<file path="src/rtl/if_stage.sv">
// Instruction fetch stage: PC, one-outstanding imem request, 2-entry FIFO toward decode.
// Optional IF_PERF_CNT_EN adds fetch/flush event counters.
module if_stage #(
  parameter logic [63:0] PC_RESET   = 64'h0000_0000_8000_0000,
  parameter int          FIFO_DEPTH = 2
) (
  input  logic        clk,
  input  logic        rst,
  output logic        imem_req_valid,
  input  logic        imem_req_ready,
  output logic [63:0] imem_req_addr,
  input  logic        imem_rsp_valid,
  input  logic [31:0] imem_rsp_data,
  input  logic        redirect_valid,
  input  logic [63:0] redirect_target,
  output logic        inst_valid,
  input  logic        inst_ready,
  output logic [31:0] inst,
  output logic [63:0] inst_addr,
  output logic        halted
`ifdef IF_PERF_CNT_EN
  ,
  output logic [63:0] perf_fetch_cnt,
  output logic [63:0] perf_flush_cnt
`endif
);

  typedef enum logic [1:0] {S_IDLE, S_WAIT, S_DRAIN, S_HALT} state_t;

  typedef struct packed {
    logic [31:0] inst;
    logic [63:0] addr;
  } fetch_ent_t;

  state_t           state_q, state_d;
  logic [63:0]      pc_q, pc_d;
  logic [63:0]      req_addr_q, req_addr_d;
  fetch_ent_t [1:0] ent_q, ent_d;
  logic             rd_ptr_q, rd_ptr_d;
  logic             wr_ptr_q, wr_ptr_d;
  logic [1:0]       cnt_q, cnt_d;

  logic accept, push, pop;

  // Outputs are forced low while reset is held, even though pc already sits at PC_RESET.
  assign imem_req_valid = rst && (state_q == S_IDLE) && (cnt_q < 2'(FIFO_DEPTH)) && !redirect_valid;
  assign imem_req_addr  = rst ? pc_q : 64'h0;
  assign accept         = imem_req_valid && imem_req_ready;
  assign push           = (state_q == S_WAIT) && imem_rsp_valid && !redirect_valid;
  assign pop            = inst_ready && (cnt_q != 2'd0);

  assign inst_valid = (cnt_q != 2'd0);
  assign inst       = inst_valid ? ent_q[rd_ptr_q].inst : 32'h0;
  assign inst_addr  = inst_valid ? ent_q[rd_ptr_q].addr : 64'h0;
  assign halted     = (state_q == S_HALT);

  always_comb begin
    state_d    = state_q;
    pc_d       = pc_q;
    req_addr_d = req_addr_q;
    ent_d      = ent_q;
    rd_ptr_d   = rd_ptr_q;
    wr_ptr_d   = wr_ptr_q;
    cnt_d      = cnt_q;
    if (redirect_valid) begin
      pc_d     = {redirect_target[63:2], 2'b00};
      cnt_d    = 2'd0;
      rd_ptr_d = 1'b0;
      wr_ptr_d = 1'b0;
      // An outstanding response that has not yet returned must be swallowed.
      case (state_q)
        S_WAIT, S_DRAIN: state_d = imem_rsp_valid ? S_IDLE : S_DRAIN;
        default:         state_d = S_IDLE;
      endcase
    end else begin
      case (state_q)
        S_IDLE: if (accept) begin
          pc_d       = pc_q + 64'd4;
          req_addr_d = pc_q;
          state_d    = S_WAIT;
        end
        S_WAIT: if (imem_rsp_valid)
          state_d = (imem_rsp_data[6:0] == 7'h6b) ? S_HALT : S_IDLE;
        S_DRAIN: if (imem_rsp_valid) state_d = S_IDLE;
        default: ;
      endcase
      if (push) begin
        ent_d[wr_ptr_q] = '{inst: imem_rsp_data, addr: req_addr_q};
        wr_ptr_d        = ~wr_ptr_q;
      end
      if (pop) rd_ptr_d = ~rd_ptr_q;
      cnt_d = cnt_q + 2'(push) - 2'(pop);
    end
  end

  always_ff @(posedge clk or negedge rst) begin
    if (!rst) begin
      state_q    <= S_IDLE;
      pc_q       <= PC_RESET;
      req_addr_q <= '0;
      ent_q      <= '0;
      rd_ptr_q   <= 1'b0;
      wr_ptr_q   <= 1'b0;
      cnt_q      <= 2'd0;
    end else begin
      state_q    <= state_d;
      pc_q       <= pc_d;
      req_addr_q <= req_addr_d;
      ent_q      <= ent_d;
      rd_ptr_q   <= rd_ptr_d;
      wr_ptr_q   <= wr_ptr_d;
      cnt_q      <= cnt_d;
    end
  end

`ifdef IF_PERF_CNT_EN
  logic [63:0] fetch_cnt_q, fetch_cnt_d, flush_cnt_q, flush_cnt_d;

  always_comb begin
    fetch_cnt_d = fetch_cnt_q + 64'(push);
    flush_cnt_d = flush_cnt_q + 64'(redirect_valid);
  end

  always_ff @(posedge clk or negedge rst) begin
    if (!rst) begin
      fetch_cnt_q <= '0;
      flush_cnt_q <= '0;
    end else begin
      fetch_cnt_q <= fetch_cnt_d;
      flush_cnt_q <= flush_cnt_d;
    end
  end

  assign perf_fetch_cnt = fetch_cnt_q;
  assign perf_flush_cnt = flush_cnt_q;
`endif

endmodule

</file>
<file path="config.mk">
export PLATFORM = sky130hd
export DESIGN_NAME = if_stage
export DESIGN_NICKNAME = d
export VERILOG_FILES = /design/src/rtl/if_stage.sv
export SDC_FILE = /design/constraint.sdc
export NUM_CORES = 1
export LEC_CHECK = 0
export ABC_AREA = 1
export CAP_MARGIN = 20
export CORE_ASPECT_RATIO = 0.5
export CORE_MARGIN = 4
export CORE_UTILIZATION = 46
export DETAILED_ROUTE_END_ITERATION = 12
export PLACE_DENSITY = 0.71
export SLEW_MARGIN = 30
export SYNTH_ARGS = -nofsm -noshare
export SYNTH_HDL_FRONTEND = slang
export SYNTH_SLANG_ARGS = --single-unit
</file>
<file path="constraint.sdc">
create_clock -name clk -period 3.6 [get_ports clk]
set_input_delay 0.9 -clock clk [delete_from_list [all_inputs] [get_ports clk]]
set_output_delay 0.9 -clock clk [all_outputs]
set_load 0.05 [all_outputs]
</file>
==> deck_impl_summary.md <==
Synthesis and Place & Route Summary

Clock tree
  • Root buf cell: clkbuf_16
  • Clock-pin transition on the worst setup and hold timing paths: roughly 0.070 ns
  • Hold-fix buffers, CTS: 0
  • H-tree levels: 1
  • CTS Buffer Depth: 3
  • # Post-CTS Setup Buffers: 0
  • # resized after CTS: 0

Final layout
  • Final Non-Filler Cells: 2952
  • Share of layout cells above drive strength 1: approximately a tenth
  • Highest-count logic cell in the final layout: nand2_1
  • Util after Layout: slightly above 60%
  • Largest regs: ent_q x188, pc_q x62, req_addr_q x62
  • Buffering overhead: 18.7%
  • Top Layout Cells: nand2_1, dfrtp_1, o21ai_0, inv_1, nor2_1
  • Biggest register: ent_q
  • Flops: 318
  • Combinational share of cell area: 31.8%
  • Combinational gate area: between 6000 and 7000 um^2
  • Top cell category: registers
  • Max reg flops: approximately 190

Drt
  • Top Metal Used: met4
  • DR vias: between 15000 and 20000
  • Wl on met1: 23200 um
  • 1st-iter DRT viols: ~1600
  • Post-DRT Antenna Nets: 0
  • WL met2: roughly 23000 um
  • Post-DR vias/cell: between 5 and 6
  • Final WL: between 50000 and 60000 um

Critical path
  • Critical Path Stages: 5
  • CP peak stage delay: 0.71 ns
  • Reg-to-Reg End: ent_q[191]$_DFFE_PN0P_
  • CP dominant cell by count: buf_12
  • Worst r2r src: state_q[1]$_DFFE_PN0P_
  • Critical path arrival: between 2 and 3 ns
  • Critical path peak fanout: 64
  • Top Family by Delay on Critical Path: flip-flops
  • Critical Path End Type: primary output
  • Crit-path slowest cell: dfrtp_4
  • Crit path launch: rd_ptr_q$_DFFE_PN0P_
  • Setup crit end: inst_addr[29]

Pwr
  • Reg power frac: a little over a third
  • Leakage: 10.3 nW
  • Total sequential power: just under 6 mW
  • Switching share of power: roughly 43%
  • Clk. pwr: approximately 3.2 mW
  • Total power: around 17 mW
  • Pwr per Cell Area: roughly 780 nW/um^2

Logic synthesis
  • Area leader, netlist: dfrtp_1
  • Registers, synthesis: roughly 320
  • Area share, top type: roughly half
  • Top_reg_cell synth: dfrtp_1
  • Cell Area, Synth: ~16000 um^2
  • Post-synth EDFFs: 0
  • YS chip area: between 15000 and 20000 um^2
  • Register share after synthesis: about half
  • Yosys Instances: ~2300
  • Yosys xor share: less than 1%
  • Syn Area/Cell: just over 7 um^2
  • Area fraction in mux cells: 0%
  • Synth cell count leaders: nand2_1, dfrtp_1, o21ai_0, inv_1, nor2_1

Run
  • Max-Cap Viols: 0
  • Tool warning count: 31

Global route
  • Met1 global-route usage: roughly two fifths
  • Vias in the first global route: 14300
  • First-pass GRT wire length: roughly 80000 um
  • Initial antenna violation count: 0
  • Most Used Layer, Global Route: met2
  • M3 GR Usage: 5.48%
  • Overflow after GRT: 0

Die
  • Die Y-Extent: between 100 and 150 um
  • Ports: about 270
  • Num rows: between 40 and 50
  • TAP cells: 475

Placed design
  • GP Congestion: 1.00
  • Buffers on Ports: between 200 and 300
  • Cells after DPL: 2898

Timing
  • PnR worst setup slack: roughly 0.18 ns
  • Rel. slew slack: about 47%
  • Worst slew pin tran: 0.799 ns
  • Final hold vios: 0
  • Final setup fails: 0
  • Tmin final: 3.42 ns
  • F_max: ~290 MHz

Hold path
  • Hold WC Path Type: in -> async

Status
  • Outcome: finished clean
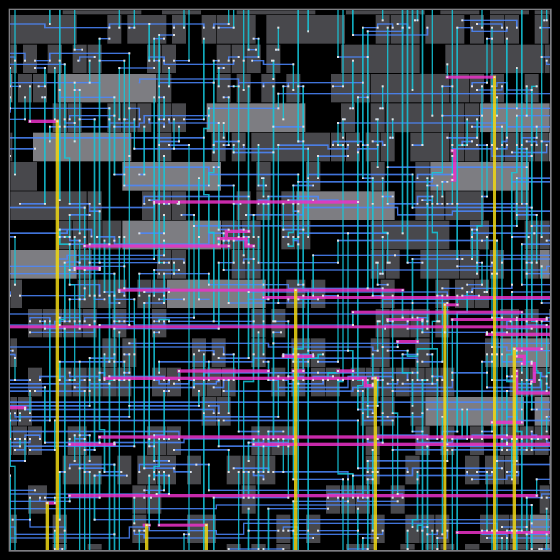
Fig. 1. A small window of the routed layout.
Region (43, 81) to (93, 131) um. Cells in gray, sequential cells in the stronger gray; small squares are vias.
| layer | color |
|---|---|
| met4 | yellow |
| met2 | cyan |
| met3 | magenta |
| met1 | blue |
most frequent: nand2_1 (95), nor2_1 (55), inv_1 (25)
sequential cells in the window: 12
cells with their middle in the window: 236
netlist names of flops here include: pc_q (12)

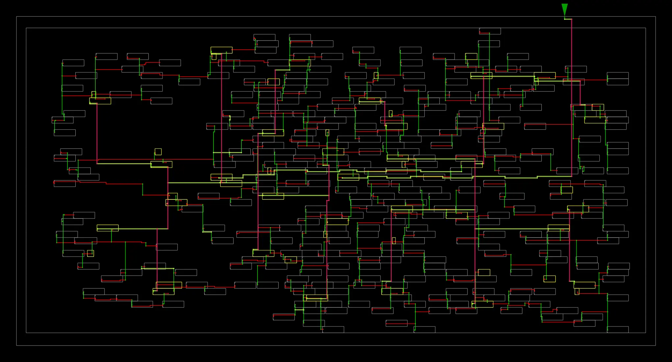
Fig. 2. Clock routing.
CTS Buf Count: 30
Clock Latency Late Sink: 0.58 ns

No activity file was given, so power comes from the tool's default toggle rates.
